[src/rtl/qam_symbol_mapper_if.sv]
// Bit-in / symbol-out handshake bundle for qam_symbol_mapper.
// The mapper connects through the slave modport; the bit source and symbol sink drive the master side.
interface qam_symbol_mapper_if #(
    parameter int OUT_W = 12
);
    logic             i_flush;
    logic [1:0]       i_mod;
    logic             i_bit;
    logic             i_bit_vld;
    logic             o_bit_rdy;
    logic             o_sym_vld;
    logic             i_sym_rdy;
    logic [OUT_W-1:0] o_i;
    logic [OUT_W-1:0] o_q;
    logic [1:0]       o_sym_mod;
    logic             o_busy;

    modport slave (
        input  i_flush, i_mod, i_bit, i_bit_vld, i_sym_rdy,
        output o_bit_rdy, o_sym_vld, o_i, o_q, o_sym_mod, o_busy
    );

    modport master (
        output i_flush, i_mod, i_bit, i_bit_vld, i_sym_rdy,
        input  o_bit_rdy, o_sym_vld, o_i, o_q, o_sym_mod, o_busy
    );
endinterface

[src/rtl/qam_symbol_mapper.sv]
// Serial bit stream to Gray-mapped BPSK/QPSK/16QAM/64QAM I/Q, paced to one symbol per SYM_PERIOD cycles.
// Optional additive PRBS7 scrambler on the input bits: define QAM_SYMBOL_MAPPER_SCRAMBLE_EN.
module qam_symbol_mapper #(
    parameter int OUT_W      = 12,
    parameter int SYM_PERIOD = 8
) (
    input logic                 i_clk,
    input logic                 i_rst_n,
    qam_symbol_mapper_if.slave  bus
);

    localparam int PACE_W = (SYM_PERIOD > 1) ? $clog2(SYM_PERIOD) : 1;

    localparam logic [1:0] MOD_BPSK  = 2'd0;
    localparam logic [1:0] MOD_QPSK  = 2'd1;
    localparam logic [1:0] MOD_16QAM = 2'd2;

    typedef enum logic [1:0] {
        ST_IDLE    = 2'd0,
        ST_COLLECT = 2'd1,
        ST_FULL    = 2'd2
    } state_e;

    function automatic logic [2:0] bits_per_sym(input logic [1:0] m);
        case (m)
            2'd0:    return 3'd1;
            2'd1:    return 3'd2;
            2'd2:    return 3'd4;
            default: return 3'd6;
        endcase
    endfunction

    function automatic logic signed [9:0] lvl_16(input logic [1:0] g);
        case (g)
            2'b00:   return -10'sd243;
            2'b01:   return -10'sd81;
            2'b11:   return 10'sd81;
            default: return 10'sd243;
        endcase
    endfunction

    function automatic logic signed [9:0] lvl_64(input logic [2:0] g);
        case (g)
            3'b000:  return -10'sd277;
            3'b001:  return -10'sd197;
            3'b011:  return -10'sd119;
            3'b010:  return -10'sd40;
            3'b110:  return 10'sd40;
            3'b111:  return 10'sd119;
            3'b101:  return 10'sd197;
            default: return 10'sd277;
        endcase
    endfunction

    state_e                  state_q, state_d;
    logic [2:0]              cnt_q, cnt_d;
    logic [5:0]              shreg_q, shreg_d;
    logic [1:0]              mod_q, mod_d;
    logic [PACE_W-1:0]       pace_q, pace_d;
    logic                    sym_vld_q, sym_vld_d;
    logic signed [OUT_W-1:0] i_lvl_q, i_lvl_d;
    logic signed [OUT_W-1:0] q_lvl_q, q_lvl_d;
    logic [1:0]              sym_mod_q, sym_mod_d;

    logic                    bit_in;
    logic                    bit_rdy;
    logic                    bit_xfer;
    logic                    load;
    logic signed [9:0]       map_i;
    logic signed [9:0]       map_q;

    // The first bit received is the symbol MSB, so it ends up highest in shreg_q.
    always_comb begin
        map_i = '0;
        map_q = '0;
        case (mod_q)
            MOD_BPSK: begin
                map_i = shreg_q[0] ? 10'sd256 : -10'sd256;
                map_q = '0;
            end
            MOD_QPSK: begin
                map_i = shreg_q[1] ? 10'sd181 : -10'sd181;
                map_q = shreg_q[0] ? 10'sd181 : -10'sd181;
            end
            MOD_16QAM: begin
                map_i = lvl_16(shreg_q[3:2]);
                map_q = lvl_16(shreg_q[1:0]);
            end
            default: begin
                map_i = lvl_64(shreg_q[5:3]);
                map_q = lvl_64(shreg_q[2:0]);
            end
        endcase
    end

    always_comb begin
        load     = (state_q == ST_FULL) && (!sym_vld_q || bus.i_sym_rdy) && (pace_q == '0);
        bit_rdy  = !bus.i_flush && ((state_q != ST_FULL) || load);
        bit_xfer = bus.i_bit_vld && bit_rdy;
    end

`ifdef QAM_SYMBOL_MAPPER_SCRAMBLE_EN
    logic [6:0] scr_q, scr_d;
    logic       scr_fb;

    always_comb begin
        scr_fb = scr_q[6] ^ scr_q[3];
        bit_in = bus.i_bit ^ scr_fb;
        scr_d  = scr_q;
        if (bus.i_flush) begin
            scr_d = 7'h7F;
        end else if (bit_xfer) begin
            scr_d = {scr_q[5:0], scr_fb};
        end
    end

    always_ff @(posedge i_clk or negedge i_rst_n) begin
        if (!i_rst_n) begin
            scr_q <= 7'h7F;
        end else begin
            scr_q <= scr_d;
        end
    end
`else
    assign bit_in = bus.i_bit;
`endif

    always_comb begin
        // NOTE: every _d gets its hold value first, so no path through this block can infer a latch.
        state_d   = state_q;
        cnt_d     = cnt_q;
        shreg_d   = shreg_q;
        mod_d     = mod_q;
        pace_d    = pace_q;
        sym_vld_d = sym_vld_q;
        i_lvl_d   = i_lvl_q;
        q_lvl_d   = q_lvl_q;
        sym_mod_d = sym_mod_q;

        if (bus.i_flush) begin
            state_d   = ST_IDLE;
            cnt_d     = '0;
            shreg_d   = '0;
            pace_d    = '0;
            sym_vld_d = 1'b0;
            i_lvl_d   = '0;
            q_lvl_d   = '0;
        end else begin
            if (pace_q != '0) begin
                pace_d = pace_q - PACE_W'(1);
            end
            if (sym_vld_q && bus.i_sym_rdy) begin
                sym_vld_d = 1'b0;
            end
            if (load) begin
                sym_vld_d = 1'b1;
                i_lvl_d   = OUT_W'(map_i);
                q_lvl_d   = OUT_W'(map_q);
                sym_mod_d = mod_q;
                pace_d    = PACE_W'(SYM_PERIOD - 1);
                state_d   = ST_IDLE;
                cnt_d     = '0;
            end
            // A bit arriving in IDLE, or in FULL alongside a load, opens a new symbol with a fresh mode.
            if (bit_xfer) begin
                if (state_q == ST_COLLECT) begin
                    shreg_d = {shreg_q[4:0], bit_in};
                    cnt_d   = cnt_q + 3'd1;
                    if (cnt_q + 3'd1 == bits_per_sym(mod_q)) begin
                        state_d = ST_FULL;
                    end
                end else begin
                    mod_d   = bus.i_mod;
                    shreg_d = {5'b0, bit_in};
                    cnt_d   = 3'd1;
                    state_d = (bus.i_mod == MOD_BPSK) ? ST_FULL : ST_COLLECT;
                end
            end
        end
    end

    // NOTE: sequential state is updated only with non-blocking assignments so every flop samples pre-edge values.
    always_ff @(posedge i_clk or negedge i_rst_n) begin
        if (!i_rst_n) begin
            state_q   <= ST_IDLE;
            cnt_q     <= '0;
            shreg_q   <= '0;
            mod_q     <= '0;
            pace_q    <= '0;
            sym_vld_q <= 1'b0;
            i_lvl_q   <= '0;
            q_lvl_q   <= '0;
            sym_mod_q <= '0;
        end else begin
            state_q   <= state_d;
            cnt_q     <= cnt_d;
            shreg_q   <= shreg_d;
            mod_q     <= mod_d;
            pace_q    <= pace_d;
            sym_vld_q <= sym_vld_d;
            i_lvl_q   <= i_lvl_d;
            q_lvl_q   <= q_lvl_d;
            sym_mod_q <= sym_mod_d;
        end
    end

    assign bus.o_bit_rdy = bit_rdy;
    assign bus.o_sym_vld = sym_vld_q;
    assign bus.o_i       = i_lvl_q;
    assign bus.o_q       = q_lvl_q;
    assign bus.o_sym_mod = sym_mod_q;
    assign bus.o_busy    = (state_q != ST_IDLE) || sym_vld_q;

endmodule

[src/flat_wrapper.sv]
// flat-port wrapper written by rule: the top's interface ports become plain ports
module qam_symbol_mapper_flat 
#(
    parameter int OUT_W      = 12,
    parameter int SYM_PERIOD = 8
)
  (i_clk, i_rst_n, bus_i_flush, bus_i_mod, bus_i_bit, bus_i_bit_vld, bus_i_sym_rdy, bus_o_bit_rdy, bus_o_sym_vld, bus_o_i, bus_o_q, bus_o_sym_mod, bus_o_busy);
  qam_symbol_mapper_if #(.OUT_W(OUT_W)) bus_i ();
  input logic i_clk;
  input logic i_rst_n;
  input wire logic [$bits(bus_i.i_flush)-1:0] bus_i_flush;
  input wire logic [$bits(bus_i.i_mod)-1:0] bus_i_mod;
  input wire logic [$bits(bus_i.i_bit)-1:0] bus_i_bit;
  input wire logic [$bits(bus_i.i_bit_vld)-1:0] bus_i_bit_vld;
  input wire logic [$bits(bus_i.i_sym_rdy)-1:0] bus_i_sym_rdy;
  output wire logic [$bits(bus_i.o_bit_rdy)-1:0] bus_o_bit_rdy;
  output wire logic [$bits(bus_i.o_sym_vld)-1:0] bus_o_sym_vld;
  output wire logic [$bits(bus_i.o_i)-1:0] bus_o_i;
  output wire logic [$bits(bus_i.o_q)-1:0] bus_o_q;
  output wire logic [$bits(bus_i.o_sym_mod)-1:0] bus_o_sym_mod;
  output wire logic [$bits(bus_i.o_busy)-1:0] bus_o_busy;
  assign bus_i.i_flush = bus_i_flush;
  assign bus_i.i_mod = bus_i_mod;
  assign bus_i.i_bit = bus_i_bit;
  assign bus_i.i_bit_vld = bus_i_bit_vld;
  assign bus_i.i_sym_rdy = bus_i_sym_rdy;
  assign bus_o_bit_rdy = bus_i.o_bit_rdy;
  assign bus_o_sym_vld = bus_i.o_sym_vld;
  assign bus_o_i = bus_i.o_i;
  assign bus_o_q = bus_i.o_q;
  assign bus_o_sym_mod = bus_i.o_sym_mod;
  assign bus_o_busy = bus_i.o_busy;
  qam_symbol_mapper #(.OUT_W(OUT_W), .SYM_PERIOD(SYM_PERIOD)) u_core (.i_clk(i_clk), .i_rst_n(i_rst_n), .bus(bus_i));
endmodule
[config.mk]
export PLATFORM = sky130hd
export DESIGN_NAME = qam_symbol_mapper_flat
export DESIGN_NICKNAME = d
export VERILOG_FILES = /design/src/rtl/qam_symbol_mapper_if.sv /design/src/rtl/qam_symbol_mapper.sv /design/src/flat_wrapper.sv
export SDC_FILE = /design/constraint.sdc
export NUM_CORES = 1
export LEC_CHECK = 0
export ABC_AREA = 1
export CAP_MARGIN = 0
export CORE_ASPECT_RATIO = 0.6
export CORE_MARGIN = 3
export CORE_UTILIZATION = 45
export CTS_BUF_LIST = sky130_fd_sc_hd__clkbuf_16
export DETAILED_ROUTE_END_ITERATION = 12
export PLACE_DENSITY = 0.68
export SLEW_MARGIN = 30
export SYNTH_ARGS = -nofsm -noshare
export SYNTH_HDL_FRONTEND = slang
export SYNTH_SLANG_ARGS = --single-unit
export TNS_END_PERCENT = 100
[constraint.sdc]
create_clock -name i_clk -period 1.5 [get_ports i_clk]
set_input_delay 0.3 -clock i_clk [delete_from_list [all_inputs] [get_ports i_clk]]
set_output_delay 0.3 -clock i_clk [all_outputs]
set_load 0.05 [all_outputs]
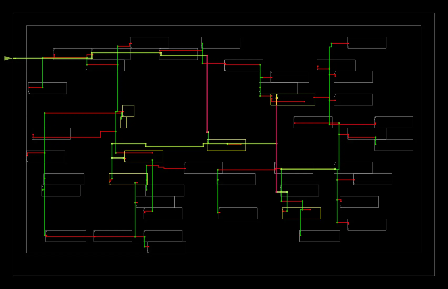
Run 1: clock routing
clkbuf count: 5
Clk. pwr: 1.04 mW

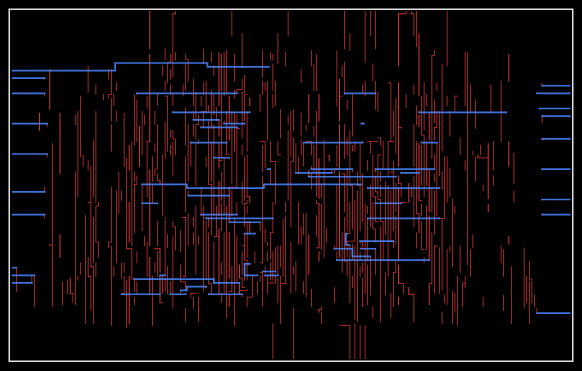
Run 1: signal wires by layer
Only two layers are drawn.
blue -> metal 3  # wire length 466 um
red -> metal 2  # wire length 2980 um
vias post-DR: 2457
overall routing resource usage: 21.73%
wire per inst: 13.68 um
Detailed Route WL: 6.634 mm

==> flow_summary.yaml, run 1 <==
# synthesis and place-and-route metrics
final_layout:
  diodes: 0
  n_fill_cell: 363
  final_nets: 444
  final_common_cell: "nand2_1"
  logic_area_mm2: 0.001436
  stdcell_area_mm2: 0.003856
  fin_cells: 485
  final_cell_mix: "115 x nand2_1, 41 x buf_4, 36 x dfrtp_1"
  areaGrowthSynthToFinish_pct: 58.87
power_and_ir_drop:
  cellPowerDensity_mw_per_mm2: 1087
  ir_worst_vdd_uv: 976.4
  seq_power_share_pct: 30.5
  pg_comb_mw: 1.87
  power_leader: "combinational logic"
  clockPowerShare_pct: 24.9
  p_leak_nw: 1.866
setup_path:
  rr_worst_depth: 11
  max_stage_delay_ns: 0.44
  r2r_start: "u_core.pace_q[1]"
  r2r_setup_slack_ns: -0.11
  path_class: "flop to output pin"
  critPathTopFamily: "flip-flops"
  slowest_stage: "dfrtp_2"
  crit_required_ns: 1.20
  crit_cells: 6
  cp_max_fo: 3
  cp_data_arrival_time_ns: 1.39
  r2r_end: "u_core.bus.o_q[7]"
  critPathBufInv: 3
sta:
  slew_headroom_pct: 67.33
  rsz0062_at_grt: "yes"
  slew_viol_final: 0
  final.setup.worst_slack_ns: -0.1911
  finalClockPeriodUsage_pct: 112.7
  fmaxAchievable_mhz: 591.3
  fin_skew_ns: 0.005502
  period_needed_ns: 1.691
  finalSetupViolCount: 30
route:
  dr.pass1.iters: 6
  viasPerCell: 5.066
  ant_nets: 0
  drtIter0Drc: 165
clocking:
  clock_latency_ns: 0.29
  cts_resized: 29
  h-tree-depth: 2
  holdBufCountCts: 1
  cts_sinks: 39
  cts_buffer_depth: 2
  numCtsBuffers: 5
  cts_setup_buffers: 5
  worst_setup_hold_path_clk_slew_ns: 0.06
placed_design:
  dp_hpwl_mm: 4.783
  port_buffers: 36
  place_congestion: 0.8708
  dp_cells: 469
  place_area_mm2: 0.003423
synth:
  ys_area_mm2: 0.002427
  synthTopLogicFamily: "simple AND/OR/NAND/NOR gates"
  fa_ha_area_share_pct: 9.278
  top_cells_by_area: "dfrtp_1 40%, nand2_1 19%, ha_1 9.3%"
  netlist_area_mm2: 0.002427
  netlist_instances: 337
  ys_sh_simple_pct: 32.16
  ys.flops: 39
  synthAoiAreaFrac_pct: 8.969
  synth_seq_share_pct: 40.21
  yosys_cells: 337
  xor_share_pct: 0.3608
  synth_top_area_share_pct: 40.21
  syn_area_per_cell_um2: 7.203
  synthMuxAreaShare_pct: 0
grt:
  grt_pass1_wl_mm: 11.03
  busiest_layer: "met1"
  overflow: 0
  antenna_found_initial: 0
  grt_pass1_vias: 2360
  grtUsageMet3_pct: 4.013
  grt_use_met2_pct: 32.13
  use_met1_pct: 32.59
  grt_max_degree: 21
floorplan:
  die_area_mm2: 0.006340
  io_pins: 37
  core_area_mm2: 0.005130
  die_h_um: 62.89
  initial_utilization_pct: 47.32
  rows: 20
status:
  status: "finished, violations left"
  violations: "setup timing"
job:
  warnings: 40
  max-cap-violations: 0
worst_hold_path:
  hp-class: "primary input to async pin"
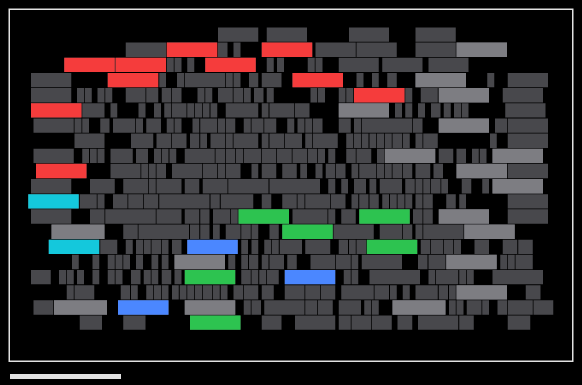
Run 1: register map, names as in the netlist
Bar = 20 um. Other sequential cells in the stronger gray, the rest of the logic in the fainter gray.
red -> u_core.bus.o_q  # placed flops 10
green -> u_core.shreg_q  # placed flops 6
cyan -> u_core.bus.o_sym_mod  # placed flops 2
blue -> u_core.cnt_q  # placed flops 3
P_seq: 1.28 mW
flop share of the area: 25.41%
register area: 979.7 um^2
Final Util: 75.17%

==> run 1: synth_stat cells <==
| cell type | n |
|---|---|
| buf_4 | 5 |
| nand2_2 | 2 |
| clkinv_1 | 1 |
| and2_1 | 2 |
| nand2_1 | 122 |
| nand3_1 | 31 |
| nand3_2 | 1 |
| xor2_1 | 1 |
| nor2_1 | 24 |
| clkinv_2 | 1 |
| a21oi_1 | 10 |
| o211ai_1 | 1 |
| buf_6 | 2 |
| nor2_2 | 3 |
| nand4_1 | 2 |
| ha_1 | 18 |
| dfrtp_1 | 39 |
| buf_2 | 3 |
| nor2_4 | 1 |
| o21ai_1 | 3 |
| inv_1 | 34 |
| o21ai_0 | 29 |
| inv_2 | 2 |
==> run 1: stage by stage <==
stage / utilization (%) / total power, mW / setup TNS, ns / hold slack, ns / setup slack [ns]
final: 75.17 / 4.193 / -2.327 / 0.5153 / -0.1911
after global routing: 75.17 / 4.420 / -6.162 / 0.5556 / -0.2643
after CTS: 72.20 / 4.008 / -0.7670 / 0.5297 / -0.1733
after detailed placement: 66.73 / 2.772 / -6.326 / 0.2870 / -0.2965
after global placement: 66.73 / 2.755 / -4.406 / 0.2823 / -0.2193
after floorplan: - / 2.056 / 0 / 0.004409 / 0.001670
==> run 1: metal layers <==
metal  routed length [um]  part of all wire [%]  vias up
met2                 2975                    45      103
met3                  466                   7.0        5
met4                   40                  0.60        0
li1                     -                     -     1226
met1                 3151                    47     1123
met5                    0                     0        -
==> run 1: cell type report <==
| type | instances | share of cell area (%) |
|---|---|---|
| well taps | 66 | 2.141 |
| flip-flops and latches | 39 | 25.41 |
| clock inverters | 3 | 0.3894 |
| repair buffers | 84 | 27.64 |
| inverters | 38 | 3.926 |
| clock buffers | 5 | 3.245 |
| multi-input cells | 250 | 37.25 |
Run 1, wiring heat map:
20 x 13 tiles, from dark purple (low) to yellow (high), scaled to the fullest tile. Values are wire area over tile area, all layers added.
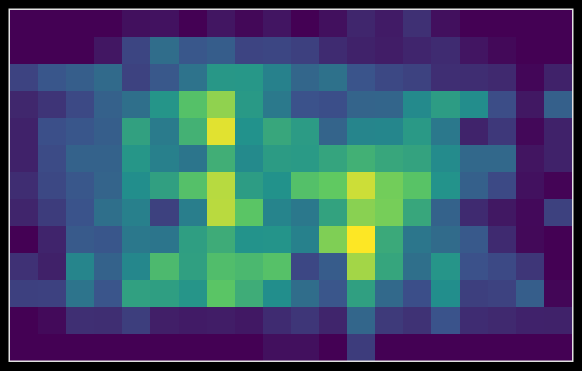

==> run 1 -> run 2 <==
--- a/config.mk
+++ b/config.mk
@@ -7,7 +7,7 @@
 export LEC_CHECK = 0
 export ABC_AREA = 1
 export CAP_MARGIN = 0
-export CORE_ASPECT_RATIO = 0.6
+export CORE_ASPECT_RATIO = 1.1
 export CORE_MARGIN = 3
 export CORE_UTILIZATION = 45
 export CTS_BUF_LIST = sky130_fd_sc_hd__clkbuf_16
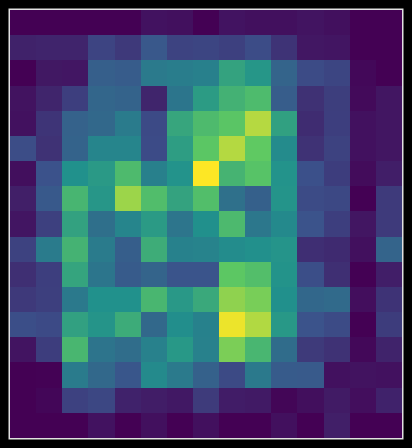
Run 2: wiring heat map
15 x 17 tiles, from dark purple (low) to yellow (high), scaled to the fullest tile. Values are wire area over tile area, all layers added.
mean over tiles = 0.16
densest ninth of the die = center
fullest tile = 0.57
tiles over half the peak = 22%
Detailed Route WL: 6.434 mm
vias post-DR: 2483

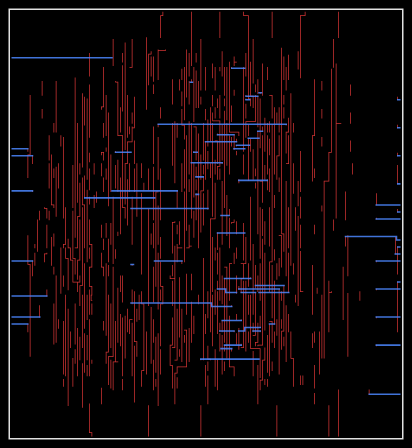
Run 2: signal wires by layer
Only two layers are drawn.
red -> metal 2  # wire length 3320 um
blue -> metal 3  # wire length 297 um
wire per inst: 13.00 um
overall routing resource usage: 20.09%

==> run 2 against run 1 <==
Net effect: critical path type unchanged; largest power group unchanged; utilization grew 0.28 points; clock power down 5%; largest cell class unchanged; via count up 1.1%; hold slack lost 0.083 ns; power fell by 1.3%; clock skew increased by 0.00096 ns; final cell count up 2.1%; wire length decreased by 3.0%; critical endpoint unchanged; the flow still finishes with violations (setup timing); sequential cell count stayed put; critical path depth rose by 1; die size fell by 0.44%; highest routed layer unchanged; combinational power hardly changed.
==> flow_summary.yaml, run 2 <==
# synthesis and place-and-route metrics
setup_path:
  r2r_start: "u_core.pace_q[0]"
  critPathBufInv: 3
  slowest_stage: "dfrtp_1"
  r2r_setup_slack_ns: -0.07
  max_stage_delay_ns: 0.38
  r2r_end: "u_core.bus.o_sym_mod[0]"
  crit_cells: 7
  cp-startpoint: "u_core.pace_q[0]"
  cp_data_arrival_time_ns: 1.41
  cp_max_fo: 2
  path_class: "flop to output pin"
  worst_setup_path_start_kind: "flop"
  critPathTopFamily: "flip-flops"
  crit_required_ns: 1.20
  rr_worst_depth: 8
placed_design:
  place_area_mm2: 0.003428
  dp_hpwl_mm: 4.627
  place_ws_ns: -0.2370
  port_buffers: 36
  place_congestion: 0.8803
sta:
  finalSetupViolCount: 23
  fin_skew_ns: 0.006460
  setup_tns_ns: -0.9788
  fmaxAchievable_mhz: 584.6
  final.setup.worst_slack_ns: -0.2106
  tightest_slew_ns: 0.2998
  slew_viol_final: 0
  slew_headroom_pct: 80.01
  rsz0062_at_grt: "yes"
  period_needed_ns: 1.711
  finalClockPeriodUsage_pct: 114.0
clocking:
  numCtsBuffers: 5
  h-tree-depth: 2
  cts_sinks: 39
  cts_root_buf: "clkbuf_16"
  cts_buffer_depth: 2
  cts_tree: "yes"
  worst_setup_hold_path_clk_slew_ns: 0.06
  clock_latency_ns: 0.28
synth:
  edf_count: 0
  netlist_area_mm2: 0.002427
  yosys_cells: 337
  syn_area_per_cell_um2: 7.203
  netlist_instances: 337
  ys_area_mm2: 0.002427
  async_reset_ff_share_pct: 100.0
  top_cells_by_count: "122 x nand2_1, 39 x dfrtp_1, 34 x inv_1"
  syn_nets: 363
  yosys_warnings: 0
  synth_seq_share_pct: 40.21
  top_area_cell: "dfrtp_1"
  ys_types: 23
  ys.flops: 39
  synth.most_common_cell: "nand2_1"
  flop_cell: "dfrtp_1"
  top_cells_by_area: "dfrtp_1 40%, nand2_1 19%, ha_1 9.3%"
  synth_top_area_share_pct: 40.21
floorplan:
  die_x_um: 76.03
  io_pins: 37
  die_area_mm2: 0.006312
  die_h_um: 83.03
  rows: 27
grt:
  grtUsageMet3_pct: 4.121
  grt_max_degree: 22
  antenna_found_initial: 0
  grt_pass1_wl_mm: 10.56
  busiest_layer: "met2"
  grt_use_met2_pct: 37.18
  overflow: 0
  grt_pass1_vias: 2400
  use_met1_pct: 22.87
route:
  dr.pass1.iters: 4
  ant_nets: 0
  top_layer: "met4"
  dr_wl_met2_mm: 3.318
  met3WireLength_um: 296
  viasPerCell: 5.016
  wl_met1_mm: 2.635
  drc: 0
  drtIter0Drc: 153
status:
  status: "finished, violations left"
  violations: "setup timing"
final_layout:
  final_common_cell: "nand2_1"
  diodes: 0
  final_nets: 448
  drive_above_1_share_pct: 33.10
  stdcell_area_mm2: 0.003849
  final_cell_mix: "113 x nand2_1, 42 x buf_4, 37 x dfrtp_1"
  areaGrowthSynthToFinish_pct: 58.56
power_and_ir_drop:
  clockPowerShare_pct: 23.8
  p_leak_nw: 1.871
  cellPowerDensity_mw_per_mm2: 1075
  switching_share_pct: 36.99
  seq_power_share_pct: 30.4
  ir_worst_vdd_uv: 690.4
job:
  max-cap-violations: 0
  warnings: 40
worst_hold_path:
  hp-class: "primary input to async pin"
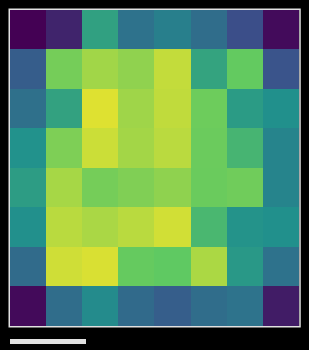
Run 2: cell density map
Bar = 20 um. 8 x 8 tiles, from dark purple (low) to yellow (high), 0 to 100% covered.
nearly empty tiles = 1.6%
mean over tiles = 60%
fullest tile = 95%
tiles over 75% full = 45%
densest ninth of the die = center
Initial Util: 47.58%
core box area: 0.005101 mm^2

-- run 2: cells by family after synthesis --
kind of cell	count (synthesis)	share of synthesized area [%]
buffers and inverters	48	9.020
XOR/XNOR	1	0.3609
adder cells (fa/ha/maj)	18	9.279
AND/OR/NAND/NOR	188	32.16
AND-OR/OR-AND	43	8.969
flip-flops	39	40.21
-- run 2: worst min-delay path by stage --
stage / to / slack [ns] / cells past startpoint
CTS: u_core.bus.o_i[8] / 0.44 / 2
finish: u_core.pace_q[1] / 0.43 / 2
global placement: u_core.bus.o_i[5] / 0.20 / 1
detailed placement: u_core.bus.o_i[7] / 0.21 / 1
global route: u_core.pace_q[1] / 0.45 / 2
floorplan: u_core.bus.o_i[0] / 0.004 / 0
-- run 2: per-stage QoR --
stage	power (mW)	std cells	hold slack (ns)	utilization (%)
2_1_floorplan	2.056	337	0.004409	-
3_3_place_gp	2.744	478	0.2004	67.21
5_1_grt	4.373	495	0.4517	75.45
4_1_cts	3.862	490	0.4442	71.62
6_report	4.139	495	0.4327	75.45
3_5_place_dp	2.765	478	0.2071	67.21
-- run 2: power groups by stage --
stage	Combinational, mW	Clock, mW	Sequential [mW]
after CTS	1.60	1.01	1.25
final	1.89	0.987	1.26
after global routing	2.05	1.06	1.27
after detailed placement	1.50	0	1.27
after global placement	1.48	0	1.26
after floorplan	0.685	0	1.37
-- run 2: layout make-up --
cell class	instances	area [um^2]
clock buffers	5	125.1
multi-input cells	250	1411
clock inverters	3	11.26
repair buffers	88	1081
flip-flops and latches	39	978.4
well taps	72	90.09
fillers	340	1252
inverters	38	151.4
-- run 2: timing repair --
action / 4_1_cts / 5_1_grt
hold endpoints to repair: 11 / 0
buffers inserted: 3 / 5
pin swaps: 3 / 7
setup endpoints to repair: 35 / 39
gates resized: 20 / 52
hold buffers: 1 / 0
==> run 2 -> run 3 <==
--- a/config.mk
+++ b/config.mk
@@ -6,7 +6,6 @@
 export NUM_CORES = 1
 export LEC_CHECK = 0
 export ABC_AREA = 1
-export CAP_MARGIN = 0
 export CORE_ASPECT_RATIO = 1.1
 export CORE_MARGIN = 3
 export CORE_UTILIZATION = 45
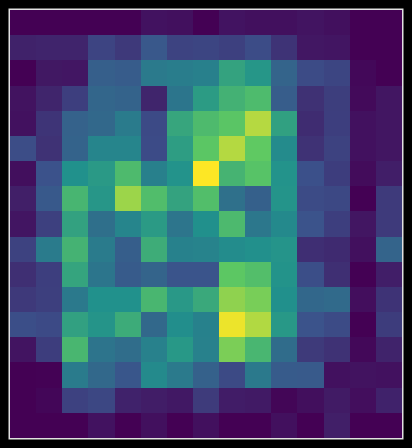
Run 3: wiring heat map
15 x 17 tiles, from dark purple (low) to yellow (high), scaled to the fullest tile. Values are wire area over tile area, all layers added.
emptiest ninth of the die = upper right
tiles over half the peak = 22%
nearly empty tiles = 12%
densest ninth of the die = center

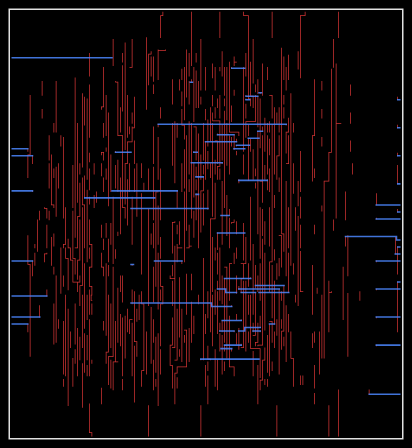
Run 3: signal wires by layer
Only two layers are drawn.
blue -> metal 3  # wire length 297 um
red -> metal 2  # wire length 3320 um

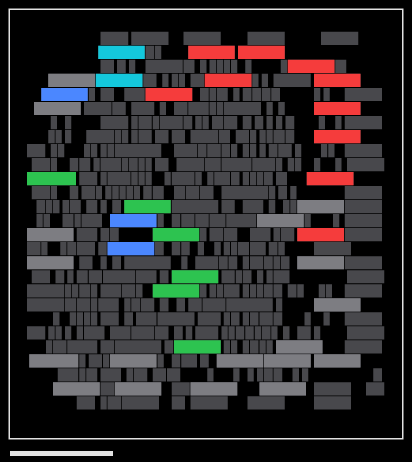
Run 3: register map, names as in the netlist
Bar = 20 um. Other sequential cells in the stronger gray, the rest of the logic in the fainter gray.
green -> u_core.shreg_q  # placed flops 6, where center
cyan -> u_core.bus.o_sym_mod  # placed flops 2
blue -> u_core.cnt_q  # placed flops 3
red -> u_core.bus.o_q  # placed flops 10, where upper right
register area: 978.4 um^2
P_seq: 1.26 mW

==> run 3 against run 2 <==
Net effect: synthesized cell count stayed put; area after synthesis stayed put; count of clock-buffer cells in the layout stayed put; global-route usage stayed put; cell area stayed put; the flow still finishes with violations (setup timing); utilization stayed put; sequential power hardly changed; sequential cell count stayed put; sequential share of layout area stayed put; wire length stayed put; highest routed layer unchanged.
==> flow_summary.yaml, run 3 <==
# synthesis and place-and-route metrics
synth:
  ys.flops: 39
  netlist_instances: 337
  flop_cell: "dfrtp_1"
  synth.most_common_cell: "nand2_1"
  synth_seq_share_pct: 40.21
  yosys_cells: 337
  edf_count: 0
  top_cells_by_count: "122 x nand2_1, 39 x dfrtp_1, 34 x inv_1"
  syn_nets: 363
  netlist_area_mm2: 0.002427
  syn_area_per_cell_um2: 7.203
  top_area_cell: "dfrtp_1"
  ys_types: 23
  async_reset_ff_share_pct: 100.0
  yosys_warnings: 0
  synth_top_area_share_pct: 40.21
  top_cells_by_area: "dfrtp_1 40%, nand2_1 19%, ha_1 9.3%"
  ys_area_mm2: 0.002427
worst_hold_path:
  hp-class: "primary input to async pin"
setup_path:
  rr_worst_depth: 8
  cp_max_fo: 2
  crit_chain: "inv_2 -> ha_4 -> nand2_4 -> o21ai_4 -> nand2_2 -> clkinvlp_4 -> buf_12"
  end_kind: "output pin"
  path_class: "flop to output pin"
  cp-startpoint: "u_core.pace_q[0]"
  slowest_stage: "dfrtp_1"
  crit_required_ns: 1.20
  r2r_start: "u_core.pace_q[0]"
  r2r_end: "u_core.bus.o_sym_mod[0]"
  endpoint: "bus_o_bit_rdy"
  r2r_setup_slack_ns: -0.07
  worst_setup_path_start_kind: "flop"
  cp_data_arrival_time_ns: 1.41
  max_stage_delay_ns: 0.38
route:
  ant_nets: 0
  wl_per_cell_um: 13.00
  dr.pass1.iters: 4
  drtIter0Drc: 153
  drc: 0
  viasPerCell: 5.016
  vias: 2483
  drt-total-wl_mm: 6.434
sta:
  finalSetupViolCount: 23
  final.setup.worst_slack_ns: -0.2106
  whs_ns: 0.4327
  hold_viol_final: 0
  fin_skew_ns: 0.006460
  rsz0062_at_grt: "yes"
  period_needed_ns: 1.711
  slew_viol_final: 0
  fmaxAchievable_mhz: 584.6
  finalClockPeriodUsage_pct: 114.0
  slew_headroom_pct: 80.01
  tightest_slew_ns: 0.2998
  setup_tns_ns: -0.9788
placed_design:
  port_buffers: 36
  dp_hpwl_mm: 4.627
  place_area_mm2: 0.003428
  dp_cells: 478
  place_congestion: 0.8803
job:
  max-cap-violations: 0
  warnings: 40
clocking:
  worst_setup_hold_path_clk_slew_ns: 0.06
  cts_root_buf: "clkbuf_16"
  cts_sinks: 39
  cts_tree: "yes"
  cts_buffer_depth: 2
  numCtsBuffers: 5
  clock_latency_ns: 0.28
  h-tree-depth: 2
grt:
  grt_max_degree: 22
  grt_use_total_pct: 20.09
  grt_pass1_vias: 2400
  grt_pass1_wl_mm: 10.56
  antenna_found_initial: 0
  overflow: 0
power_and_ir_drop:
  p_leak_nw: 1.871
  p_total_mw: 4.139
  cellPowerDensity_mw_per_mm2: 1075
  ir_worst_vdd_uv: 690.4
final_layout:
  diodes: 0
  final_nets: 448
  stdcell_area_mm2: 0.003849
  fin_cells: 495
  drive_above_1_share_pct: 33.10
  final_common_cell: "nand2_1"
  areaGrowthSynthToFinish_pct: 58.56
  final_cell_mix: "113 x nand2_1, 42 x buf_4, 37 x dfrtp_1"
floorplan:
  die_x_um: 76.03
  io_pins: 37
  die_h_um: 83.03
  rows: 27
  core_area_mm2: 0.005101
  initial_utilization_pct: 47.58
  die_area_mm2: 0.006312
status:
  violations: "setup timing"
  status: "finished, violations left"
[run 3: report_power, final]
part | switching [mW] | total [mW] | internal (mW)
clock network | 0.389 | 0.987 | 0.598
logic | 1.04 | 1.89 | 0.855
registers | 0.102 | 1.26 | 1.15
[run 3: repair_timing]
item,in CTS,in global routing
resized,20,52
setup buffers,3,5
hold endpoints to repair,11,0
setup endpoints to repair,35,39
hold buffers,1,0
pin swaps,3,7
[run 3: critical path: cells and delay by family, from the launching register on]
kind	cells	cell delay, ns
fa+ha+maj	1	0.14
buf+inv	3	0.30
flops	1	0.38
simple gates	2	0.15
compound gates	1	0.16
[run 3: logic make-up (layout without fill, tap and decap cells)]
| family | Yosys count | after routing | share of synthesized area [%] |
|---|---|---|---|
| compound gates | 43 | 43 | 8.969 |
| fa+ha+maj | 18 | 18 | 9.279 |
| flops | 39 | 39 | 40.21 |
| xor+xnor | 1 | 1 | 0.3609 |
| simple gates | 188 | 188 | 32.16 |
| buf+inv | 48 | 134 | 9.020 |
[run 3: metal layers]
metal	up-vias	track usage [%]	wire, um	share of wire, %
li1	1241	-	-	-
met1	1133	22.87	2635	41
met2	84	37.18	3318	52
met3	25	4.121	296	4.6
met4	0	6.755	184	2.9
met5	-	0	0	0
[run 3: area by class of cell]
type | instances | area (um^2)
clock buffers | 5 | 125.1
flip-flops and latches | 39 | 978.4
inverters | 38 | 151.4
repair buffers | 88 | 1081
well taps | 72 | 90.09
clock inverters | 3 | 11.26
fillers | 340 | 1252
multi-input cells | 250 | 1411
[run 3: through the flow]
step	util (%)	setup WS [ns]
6_report	75.45	-0.2106
5_1_grt	75.45	-0.2818
4_1_cts	71.62	-0.2058
3_5_place_dp	67.21	-0.2370
3_3_place_gp	67.21	-0.2101
2_1_floorplan	-	0.001670
Power is estimated from default activity; no workload was simulated.
